$ cat config.mk
export PLATFORM = sky130hd
export DESIGN_NAME = cmem_sequencer
export DESIGN_NICKNAME = d
export VERILOG_FILES = /design/src/rtl/cgra_seq_pkg.sv /design/src/rtl/cmem_sequencer_start_shifter.sv /design/src/rtl/cmem_sequencer.sv
export SDC_FILE = /design/constraint.sdc
export NUM_CORES = 1
export LEC_CHECK = 0
export CORE_ASPECT_RATIO = 0.6
export CORE_MARGIN = 2
export CORE_UTILIZATION = 40
export DETAILED_ROUTE_END_ITERATION = 8
export GPL_TIMING_DRIVEN = 0
export PLACE_DENSITY = 0.77
export SLEW_MARGIN = 20
export SYNTH_ARGS = -nofsm -noshare
export SYNTH_HDL_FRONTEND = slang
export SYNTH_SLANG_ARGS = --single-unit
$ cat constraint.sdc
create_clock -name clk -period 2.4 [get_ports clk]
set_input_delay 0.24 -clock clk [delete_from_list [all_inputs] [get_ports clk]]
set_output_delay 0.24 -clock clk [all_outputs]
set_load 0.02 [all_outputs]
$ cat src/rtl/cgra_seq_pkg.sv
// Shared types and helpers for the per-PE config-memory sequencer.
package cgra_seq_pkg;

  typedef enum logic [1:0] {
    SEQ_IDLE = 2'd0,
    SEQ_ARM  = 2'd1,
    SEQ_RUN  = 2'd2,
    SEQ_DONE = 2'd3
  } seq_state_t;

  // Width used for zero-extended address compares against loop_end.
  localparam int unsigned CMP_W = 32;

  // True when the address has reached or passed the last body address.
  function automatic logic addr_ge_end(input logic [CMP_W-1:0] addr,
                                       input logic [CMP_W-1:0] loop_end);
    return addr >= loop_end;
  endfunction

  // True when the address sits exactly on the last body address.
  function automatic logic addr_eq_end(input logic [CMP_W-1:0] addr,
                                       input logic [CMP_W-1:0] loop_end);
    return addr == loop_end;
  endfunction

endpackage

$ cat src/rtl/cmem_sequencer_start_shifter.sv
// Delay line for the start request, with enable and synchronous clear.
module start_shifter #(
  parameter int unsigned DEPTH = 2
) (
  input  logic clk,
  input  logic rstn,
  input  logic en,
  input  logic clr,
  input  logic din,
  output logic dout,
  output logic last_in_c
);

  logic [DEPTH-1:0] sr_q;
  logic [DEPTH-1:0] sr_d;
  logic [DEPTH-1:0] shifted_c;

  // Contents after one shift; a single-stage line just takes din.
  if (DEPTH == 1) begin : g_one
    assign shifted_c = din;
  end else begin : g_multi
    assign shifted_c = {sr_q[DEPTH-2:0], din};
  end

  // Value the last stage is about to load, used to time the ARM->RUN step.
  assign last_in_c = shifted_c[DEPTH-1];
  assign dout      = sr_q[DEPTH-1];

  // Next contents: hold when disabled, clear wins over shift.
  always_comb begin
    sr_d = sr_q;
    if (en) begin
      if (clr) begin
        sr_d = '0;
      end else begin
        sr_d = shifted_c;
      end
    end
  end

  // Stage registers.
  always_ff @(posedge clk or negedge rstn) begin
    if (!rstn) begin
      sr_q <= '0;
    end else begin
      sr_q <= sr_d;
    end
  end

endmodule

$ cat src/rtl/cmem_sequencer.sv
// Config-memory sequencer: delayed start, vector lane counter, clock enable
// and loop-body address walk feeding the iteration counter.
module cmem_sequencer
  import cgra_seq_pkg::*;
#(
  parameter int unsigned CONFIG_MEM_BITS = 3,
  parameter int unsigned VEC_WIDTH       = 4,
  parameter int unsigned START_DELAY     = 2,
  localparam int unsigned VEC_WIDTH_BITS = $clog2(VEC_WIDTH)
) (
  input  logic                       clk,
  input  logic                       rstn,
  input  logic                       chip_en,
  input  logic                       start_exec,
  input  logic [CONFIG_MEM_BITS:0]   loop_start,
  input  logic [CONFIG_MEM_BITS-1:0] loop_end,
  input  logic [VEC_WIDTH_BITS-1:0]  vec_size,
  input  logic                       exec_end,
  output logic                       start_exec_shifted,
  output logic [VEC_WIDTH_BITS-1:0]  vec_counter,
  output logic                       clken_vec,
  output logic [CONFIG_MEM_BITS:0]   addr_cmem,
  output logic                       loop_wrap,
  output logic                       done
);

  localparam int unsigned ADDR_W = CONFIG_MEM_BITS + 1;

  seq_state_t                state_q, state_d;
  logic [VEC_WIDTH_BITS-1:0] vec_q, vec_d;
  logic                      clken_q, clken_d;
  logic [ADDR_W-1:0]         addr_q, addr_d;
  logic                      wrap_q, wrap_d;
  logic                      done_q, done_d;
  logic                      sr_clr_c;
  logic                      last_in_c;
  logic                      advance_c;
  logic                      at_end_c;
  logic                      past_end_c;

  // Start delay line; cleared whenever the request drops outside IDLE.
  start_shifter #(
    .DEPTH (START_DELAY)
  ) u_start_shifter (
    .clk       (clk),
    .rstn      (rstn),
    .en        (chip_en),
    .clr       (sr_clr_c),
    .din       (start_exec),
    .dout      (start_exec_shifted),
    .last_in_c (last_in_c)
  );

  // Next state; dropping start_exec in ARM/RUN/DONE returns to IDLE first.
  always_comb begin
    state_d  = state_q;
    sr_clr_c = 1'b0;
    if (chip_en) begin
      unique case (state_q)
        SEQ_IDLE: begin
          if (start_exec) begin
            state_d = last_in_c ? SEQ_RUN : SEQ_ARM;
          end
        end
        SEQ_ARM: begin
          if (!start_exec) begin
            state_d  = SEQ_IDLE;
            sr_clr_c = 1'b1;
          end else if (last_in_c) begin
            state_d = SEQ_RUN;
          end
        end
        SEQ_RUN: begin
          if (!start_exec) begin
            state_d  = SEQ_IDLE;
            sr_clr_c = 1'b1;
          end else if (exec_end) begin
            state_d = SEQ_DONE;
          end
        end
        SEQ_DONE: begin
          if (!start_exec) begin
            state_d  = SEQ_IDLE;
            sr_clr_c = 1'b1;
          end
        end
        default: begin
          state_d  = SEQ_IDLE;
          sr_clr_c = 1'b1;
        end
      endcase
    end
  end

  assign at_end_c   = addr_eq_end(CMP_W'(addr_q), CMP_W'(loop_end));
  assign past_end_c = addr_ge_end(CMP_W'(addr_q), CMP_W'(loop_end));
  // The address steps only while staying in RUN on a lane-wrap cycle.
  assign advance_c  = chip_en && (state_q == SEQ_RUN) && (state_d == SEQ_RUN) && clken_q;

  // Lane counter, clock enable, address walk and status, keyed on next state.
  always_comb begin
    vec_d   = vec_q;
    clken_d = clken_q;
    addr_d  = addr_q;
    wrap_d  = 1'b0;
    done_d  = done_q;
    if (chip_en) begin
      done_d = (state_d == SEQ_DONE);
      unique case (state_d)
        SEQ_IDLE, SEQ_ARM: begin
          vec_d   = '0;
          clken_d = 1'b1;
          addr_d  = '0;
        end
        SEQ_RUN: begin
          if (state_q == SEQ_RUN) begin
            vec_d = (vec_q == vec_size) ? '0 : vec_q + VEC_WIDTH_BITS'(1);
          end else begin
            vec_d  = '0;
            addr_d = '0;
          end
          clken_d = (vec_d == vec_size);
          if (advance_c) begin
            wrap_d = at_end_c;
            if (past_end_c || (addr_q < loop_start)) begin
              addr_d = loop_start;
            end else begin
              addr_d = addr_q + ADDR_W'(1);
            end
          end
        end
        SEQ_DONE: begin
          clken_d = 1'b0;
        end
        default: begin
          vec_d   = '0;
          clken_d = 1'b1;
          addr_d  = '0;
        end
      endcase
    end
  end

  // State and output registers.
  always_ff @(posedge clk or negedge rstn) begin
    if (!rstn) begin
      state_q <= SEQ_IDLE;
      vec_q   <= '0;
      clken_q <= 1'b1;
      addr_q  <= '0;
      wrap_q  <= 1'b0;
      done_q  <= 1'b0;
    end else begin
      state_q <= state_d;
      vec_q   <= vec_d;
      clken_q <= clken_d;
      addr_q  <= addr_d;
      wrap_q  <= wrap_d;
      done_q  <= done_d;
    end
  end

  assign vec_counter = vec_q;
  assign clken_vec   = clken_q;
  assign addr_cmem   = addr_q;
  assign loop_wrap   = wrap_q;
  assign done        = done_q;

endmodule

==> flow_summary_export.csv, run 1 <==
group,metric,value,unit
floorplanning,io_pins,24,
cts,postCtsSetupRepairBufs,0,
setup_path,cp_slowest_cell,"clkdlybuf4s50_1",
timing,setup-violations-final,0,
timing,whs,0.366,ns
cells_and_area,final_area,1200,µm²
cts,cts_tree,"yes",
pwr,p_per_area,538,nW/µm²
grt,use_met3,0.0478,
setup_path,crit_cells,8,
grt,grt-busiest-layer,"met2",
timing,fin_ws,0.524,ns
grt,grt_start_max_net_pins,14,
cts,clock_latency,0.24,ns
run,warnings,26,
outcome,status,"finished clean",
floorplanning,chipArea,2620,µm²
detailed_routing,vias,791,
cells_and_area,largest_reg_flops,4,
setup_path,end_kind,"flip-flop",
place,dp_hpwl,1.53,mm
detailed_routing,drtPass1Iterations,4,
synthesis,ys_sh_simple,0.222,
timing,slew_headroom,0.617,
floorplanning,nWellTaps,30,
cts,numCtsBuffers,3,
-- run 1: worst max path at each step --
stage                        from           end  slack, ns
global placement    loop_start[2]  addr_cmem[2]       0.34
CTS                 loop_start[2]  addr_cmem[2]       0.53
floorplan            addr_cmem[2]  addr_cmem[2]       0.64
detailed placement  loop_start[2]  addr_cmem[2]       0.27
global route        loop_start[2]  addr_cmem[2]       0.41
finish              loop_start[2]  addr_cmem[2]       0.52
-- run 1: power breakdown --
| part | leakage [nW] | internal (mW) | switching (mW) |
|---|---|---|---|
| Combinational | 0.332 | 0.0897 | 0.0956 |
| Clock | 0.0228 | 0.117 | 0.0745 |
| Sequential | 0.168 | 0.241 | 0.0270 |
| Total | 0.523 | 0.448 | 0.197 |
-- run 1: synth_stat cells --
cell / instances / area [µm²]
a2111oi_2: 1 / 15.0
a211o_1: 1 / 8.76
a21o_1: 1 / 7.51
a21oi_1: 7 / 35.0
a22o_1: 1 / 8.76
a31oi_1: 1 / 6.26
and2_2: 1 / 7.51
and4b_1: 1 / 10.0
buf_6: 1 / 11.3
dfrtp_1: 12 / 300
dfstp_2: 1 / 26.3
ha_1: 7 / 87.6
inv_1: 9 / 33.8
mux2i_1: 4 / 40.0
nand2_1: 10 / 37.5
nand2b_1: 3 / 18.8
nand2b_2: 1 / 8.76
nand3_1: 2 / 10.0
nand4b_1: 1 / 8.76
nand4bb_1: 1 / 11.3
nor2_1: 10 / 37.5
nor2_2: 1 / 6.26
nor2b_1: 3 / 18.8
nor3_1: 1 / 5.00
nor3_4: 1 / 16.3
o211ai_1: 3 / 22.5
o21a_1: 1 / 7.51
o21ai_0: 6 / 30.0
o21ai_1: 6 / 30.0
o32a_1: 1 / 10.0
xor2_1: 1 / 8.76
Figure 1. Signal wires by layer (run 1).
Scale bar: 20 µm.
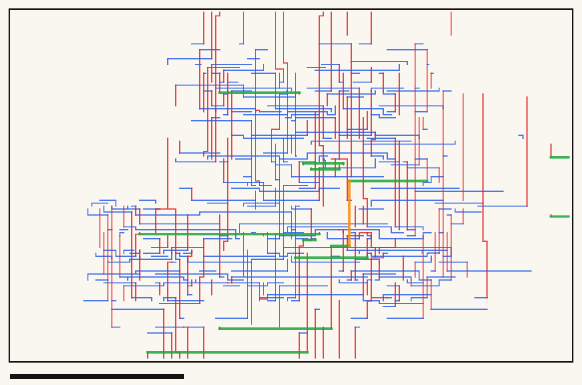
Key: blue = M1 [wire length 943 µm]; orange = M4 [wire length 7.50 µm]; green = M3 [wire length 93.8 µm]; red = M2 [wire length 856 µm]

Figure 2. Sizing map (run 1).
Scale bar: 20 µm.
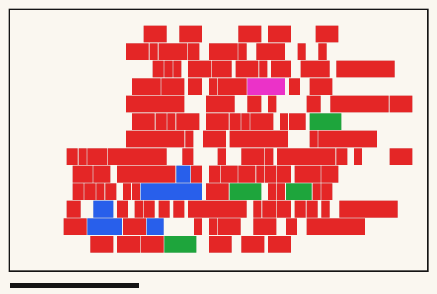
Key: magenta = x3 and x4 [cells 1, share 0.79%, most used nor3_4]; blue = x2 [cells 5, share 3.9%]; green = x6 and larger [cells 4, share 3.1%, most used clkbuf_8]; red = x1 and smaller [cells 117, share 92%, most used clkdlybuf4s50_1]

Figure 3. Signal wires on met3 (run 1).
Scale bar: 20 µm.
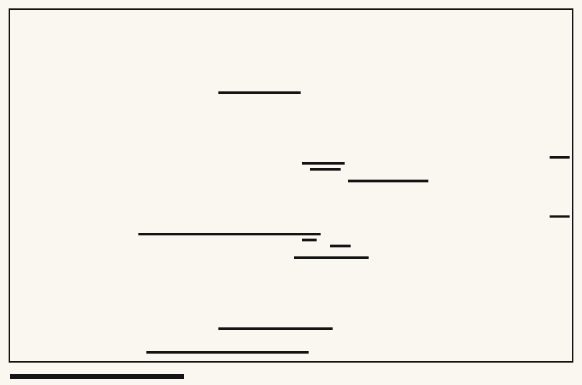
The wires run mostly horizontal. The layer carries 93.8 µm of wire. The longest straight run is 20.7 µm. The layer holds 4.9% of the routed length.

Figure 4. Ports around the boundary (run 1).
Scale bar: 20 µm. Pins as bars across the die edge, other pins in gray.
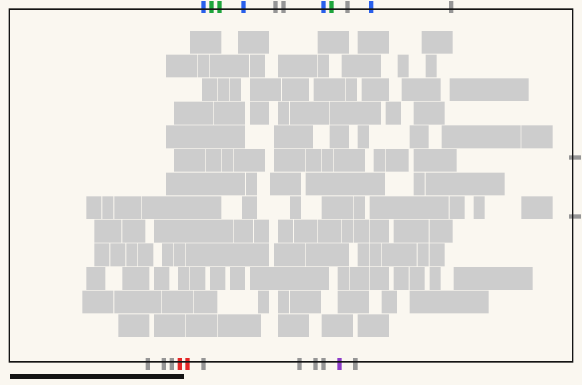
Key: blue = loop_start [pins 4, direction input, edge top]; red = vec_size [pins 2, direction input, edge bottom]; purple = exec_end [pins 1, direction input, edge bottom]; green = loop_end [pins 3, direction input, edge top]
port buffer count: 23
die width: 64.8 µm

## Run 2: what changed since run 1
clock period = 1.8 ns   (was 2.4 ns; I/O delays follow)
Figure 5. Signal wires by layer (run 2).
Scale bar: 20 µm.
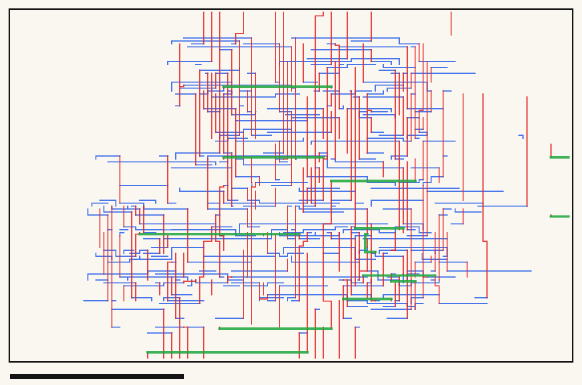
Key: blue = M1 [wire length 1,060 µm]; red = M2 [wire length 1,030 µm]; green = M3 [wire length 113 µm]

Figure 6. Signal wires on met3 (run 2).
Scale bar: 20 µm.
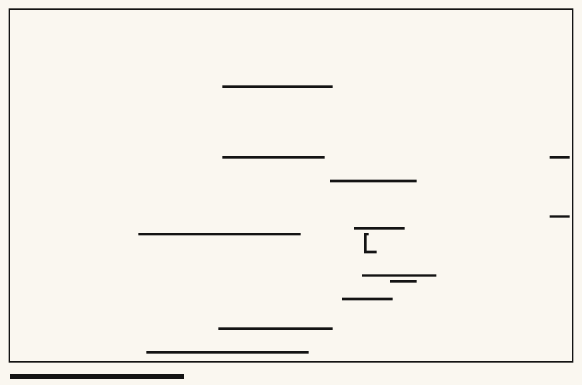
The longest straight run is 18.4 µm. The layer carries 113 µm of wire. 12 nets have wire on it. The wires run mostly horizontal. The layer holds 5.1% of the routed length.
GR Util met3: 0.0478
vias: 852
Total Wirelength: 2.20 mm

==> run 2 against run 1 <==
  * Total power is 42% higher
  * Largest cell class unchanged
  * Sequential share of layout area is 2.3 points lower
  * Register-to-register slack worse by 0.54 ns
  * Clock power is 33% higher
  * Final cell count is 5.7% higher
==> flow_summary_export.csv, run 2 <==
group,metric,value,unit
synthesis,yosys.area.top_type_share,0.339,
detailed_routing,drtPass1Iterations,4,
timing,fin_ws,0.0261,ns
synthesis,top_area_cell,"dfrtp_1",
synthesis,async_flop_share,1.00,
setup_path,cp_slowest_cell,"dfrtp_1",
pwr,p_sw_frac,0.311,
pwr,p_switching,286,µW
synthesis,synthTopCellsByArea,"dfrtp_1, ha_1, mux2i_1",
cts,postCtsSetupRepairBufs,1,
cells_and_area,final_area,1330,µm²
setup_path,crit_start,"addr_cmem[0]",
pwr,power.share.combinational,0.330,
pwr,p_clk,256,µW
floorplanning,chipArea,2620,µm²
pwr,intPower,632,µW
timing,whs,0.305,ns
pwr,p_clk_frac,0.279,
cts,clock_latency,0.24,ns
outcome,status,"finished clean",
cts,cts_tree,"yes",
grt,grt_start_max_net_pins,14,
place,dp_hpwl,1.53,mm
floorplanning,io_pins,24,
pwr,p_per_area,693,nW/µm²
cts,numCtsBuffers,3,
place,port_buffers,23,
synthesis,top_cell,"dfrtp_1",
-- run 2: cell counts after synthesis --
No cell type changed its count.
-- run 2: final cells by class --
class	instances	area, µm²
Buffer	1	11.3
Clock buffer	4	45.0
Fill cell	159	806
Inverter	9	33.8
Multi-Input combinational cell	77	564
Sequential cell	13	330
Tap cell	30	37.5
Timing Repair Buffer	32	303
-- run 2: critical path, delay by kind of cell (launching register included) --
family,cells,cell delay (ns)
DFF,1,0.39
and+or+nand+nor,2,0.34
adders and majority gates,1,0.30
buffers and inverters,2,0.23
AOI/OAI and AO/OA,2,0.20
muxes,1,0.18
-- run 2: worst max-delay path by stage --
stage,end,slack (ns),cells past startpoint
2_1_floorplan,addr_cmem[2],0.04,6
3_3_place_gp,addr_cmem[2],-0.20,8
3_5_place_dp,addr_cmem[2],-0.27,8
4_1_cts,addr_cmem[2],0.006,6
5_1_grt,addr_cmem[2],-0.06,8
6_report,addr_cmem[2],0.03,8
-- run 2: logic make-up (layout without fill, tap and decap cells) --
logic type,Yosys count,in the layout,share of synthesized area
muxes,4,4,0.0452
DFF,13,13,0.369
xor gates and xnor gates,1,1,0.00989
and+or+nand+nor,36,36,0.222
adders and majority gates,7,7,0.0989
AOI/OAI and AO/OA,29,29,0.205
buffers and inverters,10,46,0.0508
-- run 2: metrics by stage --
stage	power, mW	util
after floorplan	0.499	-
after global placement	0.602	0.541
after detailed placement	0.609	0.541
after CTS	0.877	0.570
after global routing	0.972	0.622
final	0.918	0.622
-- run 2: metal layers --
layer  part of all wire  vias up  track usage
li1                   -      425            -
met1               0.48      400        0.225
met2               0.47       27        0.253
met3              0.051        0       0.0478
met4                  0        0       0.0638
met5                  0        -            0
Power is estimated from default activity; no workload was simulated.
